Fig. 1: run 1, PDN straps and rails
Scale bar: 20 um. Pins as bars on the die edge. Tap cells in grey.
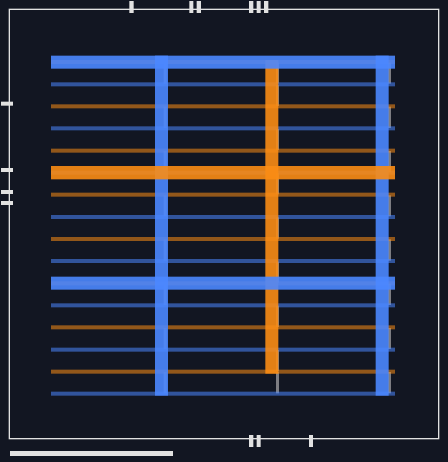
Fig. 2: run 1, cell classes on the final placement
Scale bar: 20 um.
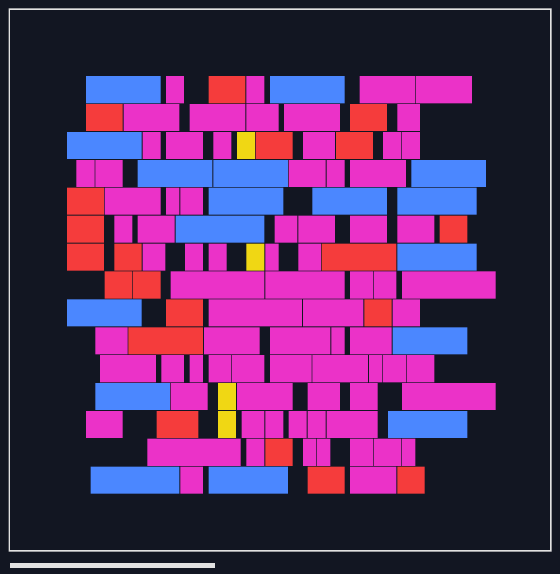
Fig. 3: run 1, clock distribution
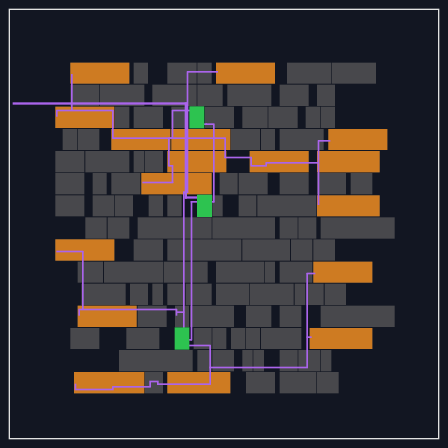
$ cat src/rtl/uart_send_if.sv
// Byte-producer to UART transmitter link: request/data from the producer,
// serial line and busy flag back from the transmitter.
interface uart_send_if;
  logic [7:0] data;
  logic       enable;
  logic       txd;
  logic       busy;

  modport master (
    output data,
    output enable,
    input  txd,
    input  busy
  );

  modport slave (
    input  data,
    input  enable,
    output txd,
    output busy
  );
endinterface

$ cat src/rtl/uart_send.sv
// 8N1 UART transmitter: start bit, 8 data bits LSB first, one stop bit.
// Each bit is held for CLKS_PER_BIT clocks. A byte is accepted only in IDLE,
// on an edge with enable high; requests while busy are dropped, not queued.
module uart_send #(
  parameter int CLKS_PER_BIT = 4
) (
  input  logic        clk,
  input  logic        rst_n,
  uart_send_if.slave  bus
);

  localparam int CNT_W = (CLKS_PER_BIT > 1) ? $clog2(CLKS_PER_BIT) : 1;
  localparam logic [CNT_W-1:0] CNT_MAX  = CNT_W'(CLKS_PER_BIT - 1);
  localparam logic [CNT_W-1:0] CNT_ZERO = CNT_W'(0);
  localparam logic [CNT_W-1:0] CNT_ONE  = CNT_W'(1);

  localparam logic [1:0] IDLE  = 2'd0;
  localparam logic [1:0] START = 2'd1;
  localparam logic [1:0] DATA  = 2'd2;
  localparam logic [1:0] STOP  = 2'd3;

  logic [1:0]       state_r;
  logic [7:0]       shreg_r;
  logic [2:0]       bit_idx_r;
  logic [CNT_W-1:0] baud_cnt_r;
  logic             txd_r;
  logic             busy_r;
  logic             baud_wrap_s;

  // Flag the last clock of the current serial bit.
  always_comb begin
    baud_wrap_s = 1'b0;
    if (baud_cnt_r == CNT_MAX) begin
      baud_wrap_s = 1'b1;
    end else begin
      baud_wrap_s = 1'b0;
    end
  end

  // Frame sequencer: accepts a byte in IDLE and shifts it out bit by bit.
  always_ff @(posedge clk) begin
    if (!rst_n) begin
      state_r    <= IDLE;
      shreg_r    <= 8'h00;
      bit_idx_r  <= 3'd0;
      baud_cnt_r <= CNT_ZERO;
      txd_r      <= 1'b1;
      busy_r     <= 1'b0;
    end else begin
      case (state_r)
        IDLE: begin
          baud_cnt_r <= CNT_ZERO;
          if (bus.enable) begin
            // Accept edge: capture the byte and drive the start bit now.
            shreg_r   <= bus.data;
            bit_idx_r <= 3'd0;
            txd_r     <= 1'b0;
            busy_r    <= 1'b1;
            state_r   <= START;
          end else begin
            txd_r  <= 1'b1;
            busy_r <= 1'b0;
          end
        end

        START: begin
          if (baud_wrap_s) begin
            baud_cnt_r <= CNT_ZERO;
            txd_r      <= shreg_r[0];
            shreg_r    <= {1'b0, shreg_r[7:1]};
            state_r    <= DATA;
          end else begin
            baud_cnt_r <= baud_cnt_r + CNT_ONE;
          end
        end

        DATA: begin
          if (baud_wrap_s) begin
            baud_cnt_r <= CNT_ZERO;
            if (bit_idx_r == 3'd7) begin
              txd_r   <= 1'b1;
              state_r <= STOP;
            end else begin
              bit_idx_r <= bit_idx_r + 3'd1;
              txd_r     <= shreg_r[0];
              shreg_r   <= {1'b0, shreg_r[7:1]};
            end
          end else begin
            baud_cnt_r <= baud_cnt_r + CNT_ONE;
          end
        end

        STOP: begin
          if (baud_wrap_s) begin
            // End of stop bit: go idle; this edge never accepts a new byte.
            baud_cnt_r <= CNT_ZERO;
            txd_r      <= 1'b1;
            busy_r     <= 1'b0;
            state_r    <= IDLE;
          end else begin
            baud_cnt_r <= baud_cnt_r + CNT_ONE;
          end
        end

        default: begin
          state_r    <= IDLE;
          baud_cnt_r <= CNT_ZERO;
          txd_r      <= 1'b1;
          busy_r     <= 1'b0;
        end
      endcase
    end
  end

  assign bus.txd  = txd_r;
  assign bus.busy = busy_r;

endmodule

$ cat src/flat_wrapper.sv
// flat-port wrapper written by rule: the top's interface ports become plain ports
module uart_send_flat 
#(
  parameter int CLKS_PER_BIT = 4
)
  (clk, rst_n, bus_data, bus_enable, bus_txd, bus_busy);
  uart_send_if bus_i ();
  input  logic clk;
  input  logic rst_n;
  input wire logic [$bits(bus_i.data)-1:0] bus_data;
  input wire logic [$bits(bus_i.enable)-1:0] bus_enable;
  output wire logic [$bits(bus_i.txd)-1:0] bus_txd;
  output wire logic [$bits(bus_i.busy)-1:0] bus_busy;
  assign bus_i.data = bus_data;
  assign bus_i.enable = bus_enable;
  assign bus_txd = bus_i.txd;
  assign bus_busy = bus_i.busy;
  uart_send #(.CLKS_PER_BIT(CLKS_PER_BIT)) u_core (.clk(clk), .rst_n(rst_n), .bus(bus_i));
endmodule
$ cat config.mk
export PLATFORM = sky130hd
export DESIGN_NAME = uart_send_flat
export DESIGN_NICKNAME = d
export VERILOG_FILES = /design/src/rtl/uart_send_if.sv /design/src/rtl/uart_send.sv /design/src/flat_wrapper.sv
export SDC_FILE = /design/constraint.sdc
export NUM_CORES = 1
export LEC_CHECK = 0
export CORE_MARGIN = 5
export CORE_UTILIZATION = 50
export CTS_BUF_LIST = sky130_fd_sc_hd__clkbuf_2
export DETAILED_ROUTE_END_ITERATION = 16
export PLACE_DENSITY = 0.8
export SETUP_SLACK_MARGIN = 0.1
export SLEW_MARGIN = 20
export SYNTH_ARGS = -nofsm -noshare
export SYNTH_HDL_FRONTEND = slang
export SYNTH_SLANG_ARGS = --single-unit
$ cat constraint.sdc
create_clock -name clk -period 1.57 [get_ports clk]
set_clock_uncertainty 0.2 [all_clocks]
set_input_delay 0.3925 -clock clk [delete_from_list [all_inputs] [get_ports clk]]
set_output_delay 0.3925 -clock clk [all_outputs]
set_load 0.02 [all_outputs]
==> notes.org, run 1 <==
#+TITLE: Implementation results

** Run status
- The run finished, with violations left.
- The checks that failed: negative setup slack.

** Synthesis
- Yosys stat area :: 909.6 um2
- After synthesis the netlist holds a flip-flop and latch count of 17.
- Synth Flop Type :: sky130_fd_sc_hd__dfxtp_1
- Synth async-reset ratio :: 0

** Global routing
- Via count of the first global-routing pass :: 753

** Final timing
- Worst relative slew slack :: 0.8290
- Post-route worst setup slack :: -71.69 ps
- The most critical hold endpoint after final layout shows a slack of 252.7 ps.
- Final hold vios :: 0
- Number of endpoints failing setup at the final stage :: 7

** Placed design
- In this run the tool buffered the top-level ports with 12 buffer cells.

** Pwr
- The share of total power dissipated in sequential elements is 0.269.
- Internal power summed over all cells :: 1.625 mW

** Worst setup path
- Slowest cell on the critical path :: sky130_fd_sc_hd__dfxtp_4
- Broken down by cell family, the worst path's largest delay share belongs to flip-flops.

** Clock network
- Clock transition at the registers of the reported paths :: 210 ps

** Routing
- For this block, the initial DRC count from the detailed router was 10.
- In the detailed route, the total length drawn on met3 is 51 um.

** Finish
- Per the final report, the share of cell area in non-clock buffers is 0.1512.
- Most used cells in the layout excluding fill and tap cells :: sky130_fd_sc_hd__dfxtp_1, sky130_fd_sc_hd__clkdlybuf4s50_1, sky130_fd_sc_hd__mux2_4, sky130_fd_sc_hd__o21ai_1, sky130_fd_sc_hd__buf_4

** Min path
- Looking at hold timing, the worst path starts from u_core.baud_cnt_r[0].
Notes on Fig. 1 above:
VDD -> orange
VSS -> blue
signal pins = 13
met4 straps = 3

Notes on Fig. 2 above:
other buffers and delay cells -> red  # cells 20, share of their area 15%
flops -> blue  # cells 17, share of their area 27%
clock drivers and dummy loads -> yellow  # cells 4, share of their area 1.5%
combinational and other logic -> magenta  # cells 77, share of their area 56%
floorplan row count: 15
Final Util: 0.7812
Placeable Area: 1727 um2
Seq/total area: 0.2616

Notes on Fig. 3 above:
clock drivers -> green  # count 3
flip-flops -> orange  # count 17
clock wires -> purple  # length 252 um
routed clock nets = 4
clock share of power: 0.078
Insertion Delay late pin: 320 ps
Clock group: 0.214 mW

-- run 1: sequential cells by signal, summed over array words and instances (netlist names) --
name	cells
u_core.baud_cnt_r	2
u_core.bit_idx_r	3
u_core.bus.busy	1
u_core.bus.txd	1
u_core.shreg_r	8
u_core.state_r	2
-- run 1: cells by family (layout without fill, tap and decap cells) --
logic type      count (synthesis)  in the layout  synth area share
fa+ha+maj                       8              8            0.1100
flops                          17             17            0.3741
mux                             8              8           0.09767
simple gates                   37             37            0.2146
compound gates                 21             21            0.1596
buf+inv                         8             27           0.04402
-- run 1: repair_timing --
action,CTS,global route
resized,42,13
setup endpoints to repair,17,17
pin swaps,11,7
setup buffers,4,0
hold buffers,0,0
==> inputs of run 2 (changes only) <==
--- a/config.mk
+++ b/config.mk
@@ -8,6 +8,7 @@
 export CORE_MARGIN = 5
 export CORE_UTILIZATION = 50
 export CTS_BUF_LIST = sky130_fd_sc_hd__clkbuf_2
+export CTS_CLUSTER_SIZE = 28
 export DETAILED_ROUTE_END_ITERATION = 16
 export PLACE_DENSITY = 0.8
 export SETUP_SLACK_MARGIN = 0.1
Fig. 4: run 2, cell classes on the final placement
Scale bar: 20 um.
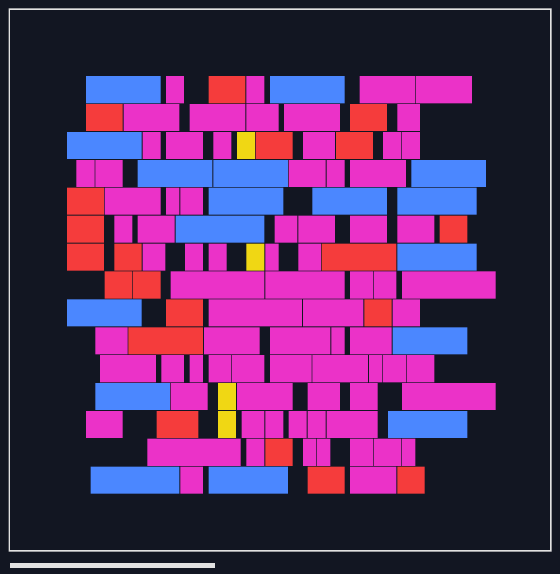
other buffers and delay cells -> red  # cells 20, share of their area 15%
combinational and other logic -> magenta  # cells 77, share of their area 56%
clock drivers and dummy loads -> yellow  # cells 4, share of their area 1.5%
flops -> blue  # cells 17, share of their area 27%
post-route cell area: 1349 um2

Fig. 5: run 2, PDN straps and rails
Scale bar: 20 um. Pins as bars on the die edge. Tap cells in grey.
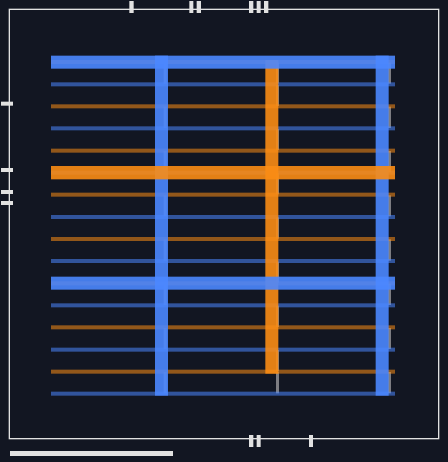
VDD -> orange
VSS -> blue
tap cells = 25
met5 straps = 3
worst voltage drop across the vdd grid: 1.350 mV
chip height: 52.65 um

Fig. 6: run 2, clock distribution
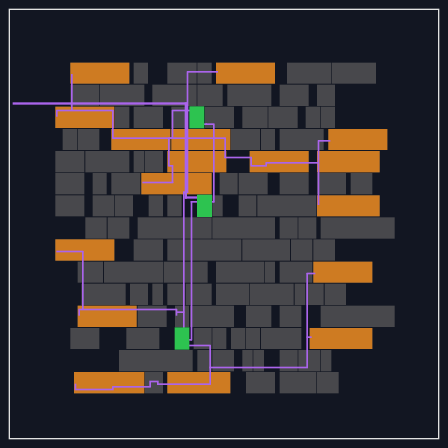
flip-flops -> orange  # count 17
clock drivers -> green  # count 3
clock wires -> purple  # length 252 um
routed clock nets = 4

==> run 2 against run 1 <==
The flow still finishes with violations (negative setup slack). Via count stayed put. Sequential power hardly changed. Total power stayed put. First-iteration DRC count stayed put. Register-to-register slack hardly changed. Non-clock buffer count stayed put. Largest cell class unchanged. Largest power group unchanged. Highest routed layer unchanged.
==> notes.org, run 2 <==
#+TITLE: Implementation results

** Clock network
- Hold repair after CTS inserted 0 buffers.
- Post-CTS setup repair buffer count :: 4
- Looking at the worst setup and hold paths, the clock pins of their registers show a slew of 210 ps.
- CTS resizes :: 42

** Final timing
- The end-of-flow timing check tallies setup violations at 7.
- Hold Slack :: 252.7 ps
- Post-route worst setup slack :: -71.69 ps
- Worst relative slew slack :: 0.8290

** Synthesis
- Simple-gate area share of the yosys netlist :: 0.2146
- Synth Area in Compound Gates :: 0.1596
- Of all flip-flops after synthesis, the portion carrying an async set or reset was 0.
- Area fraction in full adders, half adders and majority gates :: 0.1100
- Synth Flop Type :: sky130_fd_sc_hd__dfxtp_1
- The cell-mix breakdown from Yosys lists the XOR/XNOR area share as 0.
- After synthesis, the largest family of logic cells by area is simple AND/OR/NAND/NOR gates.
- Flops & latches, synth :: 17

** Placed design
- I/O Buffers :: 12

** Routing
- Met2 layer wire length in the routed design :: 1199 um
- After the first detailed-routing iteration, the DRC count stood at 10.

** Run status
- Run status :: finished with violations
- Failing checks :: negative setup slack

** Global routing
- Via count of the first global-routing pass :: 753

** Finish
- Number of flip-flops under the largest register name :: 8
- Most used cells in the layout excluding fill and tap cells :: sky130_fd_sc_hd__dfxtp_1, sky130_fd_sc_hd__clkdlybuf4s50_1, sky130_fd_sc_hd__mux2_4, sky130_fd_sc_hd__o21ai_1, sky130_fd_sc_hd__buf_4
- Ranked by flip-flop count, first place goes to u_core.shreg_r.
- The largest registers in the layout are u_core.shreg_r x8, u_core.bit_idx_r x3.
- At the end of the flow the core is filled with cells to 0.7812.

** Worst setup path
- Slowest cell on the critical path :: sky130_fd_sc_hd__dfxtp_4
- Dominant delay contributor by cell family on the critical path :: flip-flops

** Floorplan
- The core region is 1727 um2.
run 2: cell counts after synthesis:
Identical to the previous run, type by type.
run 2: path summary, 6_finish.rpt:
kind | endpoint | cells after the start
setup reg to reg | u_core.shreg_r[3] | 6
setup / recovery | u_core.shreg_r[3] | 6
hold reg to reg | u_core.baud_cnt_r[0] | 1
hold / removal | u_core.baud_cnt_r[0] | 1
run 2: layout make-up:
cell class	instances	share of cell area
Multi-Input combinational cell	74	0.5353
Timing Repair Buffer	20	0.1512
Tap cell	25	0.02319
Inverter	3	0.01391
Sequential cell	17	0.2616
Clock inverter	1	0.003711
Clock buffer	3	0.01113
run 2: power breakdown:
group	total [mW]	leakage (nW)	internal, mW	switching, mW
Combinational	1.79	0.358	0.959	0.835
Sequential	0.740	0.142	0.608	0.132
Clock	0.214	0.0164	0.0578	0.156
==> inputs of run 3 (changes only) <==
--- a/config.mk
+++ b/config.mk
@@ -5,12 +5,13 @@
 export SDC_FILE = /design/constraint.sdc
 export NUM_CORES = 1
 export LEC_CHECK = 0
+export ABC_AREA = 1
 export CORE_MARGIN = 5
-export CORE_UTILIZATION = 50
+export CORE_UTILIZATION = 25
 export CTS_BUF_LIST = sky130_fd_sc_hd__clkbuf_2
 export CTS_CLUSTER_SIZE = 28
 export DETAILED_ROUTE_END_ITERATION = 16
-export PLACE_DENSITY = 0.8
+export PLACE_DENSITY = 0.47
 export SETUP_SLACK_MARGIN = 0.1
 export SLEW_MARGIN = 20
 export SYNTH_ARGS = -nofsm -noshare
Fig. 7: run 3, placement view
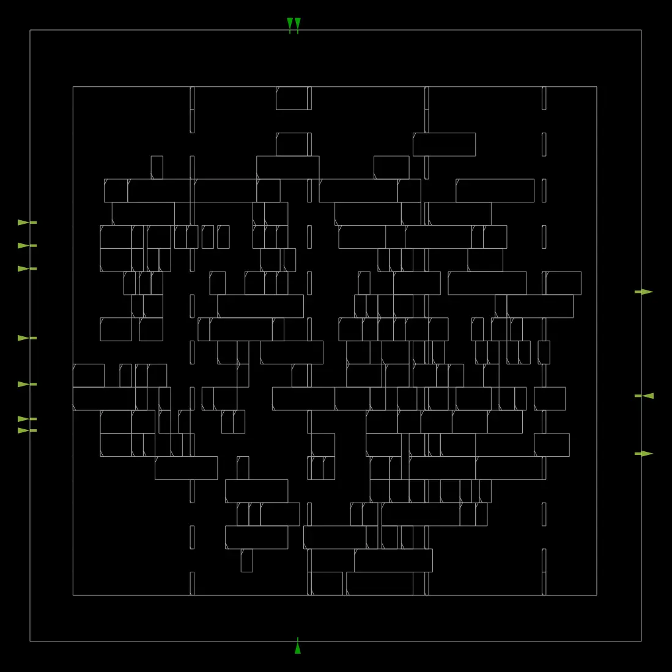
floorplan row count: 22
Seq/total area: 0.2380
number of tap instances: 48
Placeable Area: 3689 um2
Fillers: 402

Fig. 8: run 3, cell classes on the final placement
Scale bar: 20 um.
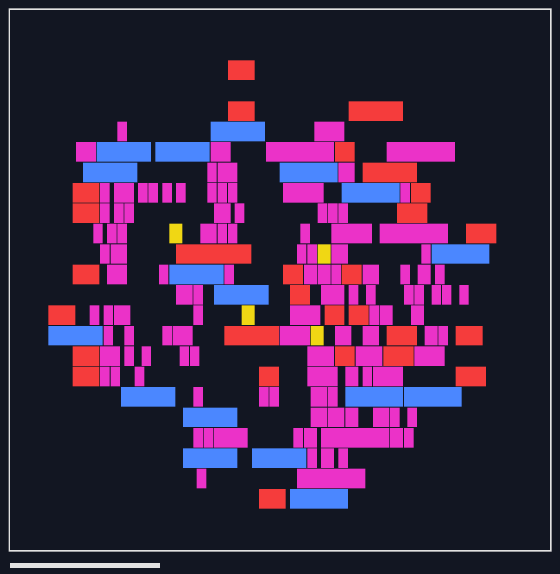
flops -> blue  # cells 17, share of their area 25%
clock drivers and dummy loads -> yellow  # cells 4, share of their area 1.4%
combinational and other logic -> magenta  # cells 119, share of their area 52%
other buffers and delay cells -> red  # cells 28, share of their area 22%

Fig. 9: run 3, metal layers overlaid
Scale bar: 20 um. Two of the layers only.
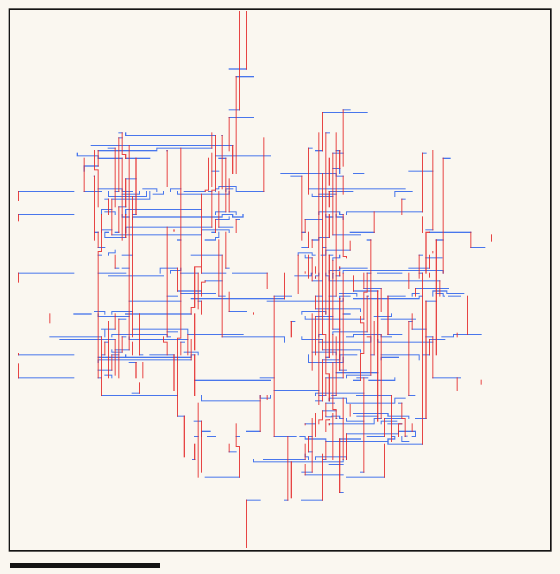
metal 1 -> blue  # wire length 976 um
metal 2 -> red  # wire length 1120 um
total routed wirelength: 2292 um
detailed-route via count: 949

==> run 3 against run 2 <==
The run still ends with negative setup slack left. Worst setup slack better by 13 ps. Count of clock-buffer cells in the layout did not move. Die size increased by 87%. Utilization fell by 38 points. Critical path type unchanged.
==> notes.org, run 3 <==
#+TITLE: Implementation results

** Run status
- The run finished, with violations left.
- The final reports fail on negative setup slack.

** Placed design
- The count of buffers added on input and output ports is 12.

** Routing
- Summed over all nets, wire length on met2 after detailed routing comes to 1117 um.
- Detailed-routed wire length on met3 :: 144 um
- Once iteration 0 of detailed routing completed, the report listed 38 DRC markers.

** Final timing
- Post-route worst setup slack :: -58.57 ps
- Number of endpoints failing setup at the final stage :: 8
- The worst pin sits at a relative slew slack of 0.8508.
- Hold-check failures listed in the final report amount to 0.

** Pwr
- Comb group :: 1.70 mW
- The share of total power dissipated in sequential elements is 0.258.
- Clock share of power :: 0.084
- Net switching fraction of the power :: 0.4229
- Internal power summed over all cells :: 1.493 mW
- Worst voltage drop across the vdd grid :: 0.6738 mV
- Power drawn by the sequential cells :: 0.669 mW
- Summed over all nets, the switching power comes to 1.095 mW.

** Clock network
- Insertion Delay late pin :: 320 ps
- On the worst setup and hold paths after CTS, the clock-pin slew comes to 190 ps.

** Worst setup path
- Endpoint of the worst register-to-register path :: u_core.shreg_r[1]
- Termination of the worst setup path :: u_core.shreg_r[1]
- Slowest cell on the critical path :: sky130_fd_sc_hd__dfxtp_2
- Dominant delay contributor by cell family on the critical path :: simple AND/OR/NAND/NOR gates

** Finish
- The register with the most flip-flops in the layout has 8 of them.
- Non-clock inverters in the final layout number 14.
- Registers with the highest flip-flop counts :: u_core.shreg_r x8, u_core.bit_idx_r x3
- Combinational fraction of the cell area :: 0.4546
- Final-layout clock buffer total :: 3
- There are 17 flip-flops and latches.
- 105 cells are multi-input combinational gates.
- The largest register by flop count is u_core.shreg_r.
- Post-route cell area :: 1461 um2
- Once layout is complete, the utilization of the core stands at 0.3962.
- Largest cell class :: multi-input combinational cells
- After layout, the buffer instance count without clock buffers stands at 28.
- Most used cells in the layout excluding fill and tap cells :: sky130_fd_sc_hd__nand2_1, sky130_fd_sc_hd__nor2_1, sky130_fd_sc_hd__dfxtp_1
- Of all the cell area in the finished design, non-clock buffers hold 0.2132.

** Synthesis
- After synthesis, the chip area reported by Yosys is 959.7 um2.
- Yosys reported a register bit count of 17.
- Synth Flop Type :: sky130_fd_sc_hd__dfxtp_1
- Per the synth stats, the proportion of register bits with asynchronous set or reset is 0.

** Min path
- Hold Path End :: u_core.baud_cnt_r[0]
- Hold path cells :: 1
- Start point of the worst hold path :: u_core.baud_cnt_r[0]

** Global routing
- Busiest layer in global routing :: met2
- Via count of the first global-routing pass :: 947
-- run 3: logic make-up after synthesis --
group,after synthesis,share of synthesized area
fa+ha+maj,8,0.1043
simple gates,81,0.3598
buf+inv,17,0.07953
compound gates,16,0.1017
flops,17,0.3546
-- run 3: per-stage QoR --
stage          total power [mW]  hold WS, ps  setup TNS (ps)  cells
2_1_floorplan             1.588        197.3               0    139
3_3_place_gp              1.974        207.6           -2888    206
3_5_place_dp              1.999        225.3           -3044    206
4_1_cts                   2.389        248.3          -251.9    214
5_1_grt                   2.851        260.1           -1353    216
6_report                  2.588        238.3          -408.2    216
-- run 3: what timing repair did --
item / CTS / global route
hold buffers: 0 / 0
resized: 20 / 21
setup buffers: 3 / 2
setup endpoints to repair: 16 / 17
cloned: 1 / 0
pin swaps: 7 / 4
No activity file was given, so power comes from the tool's default toggle rates.
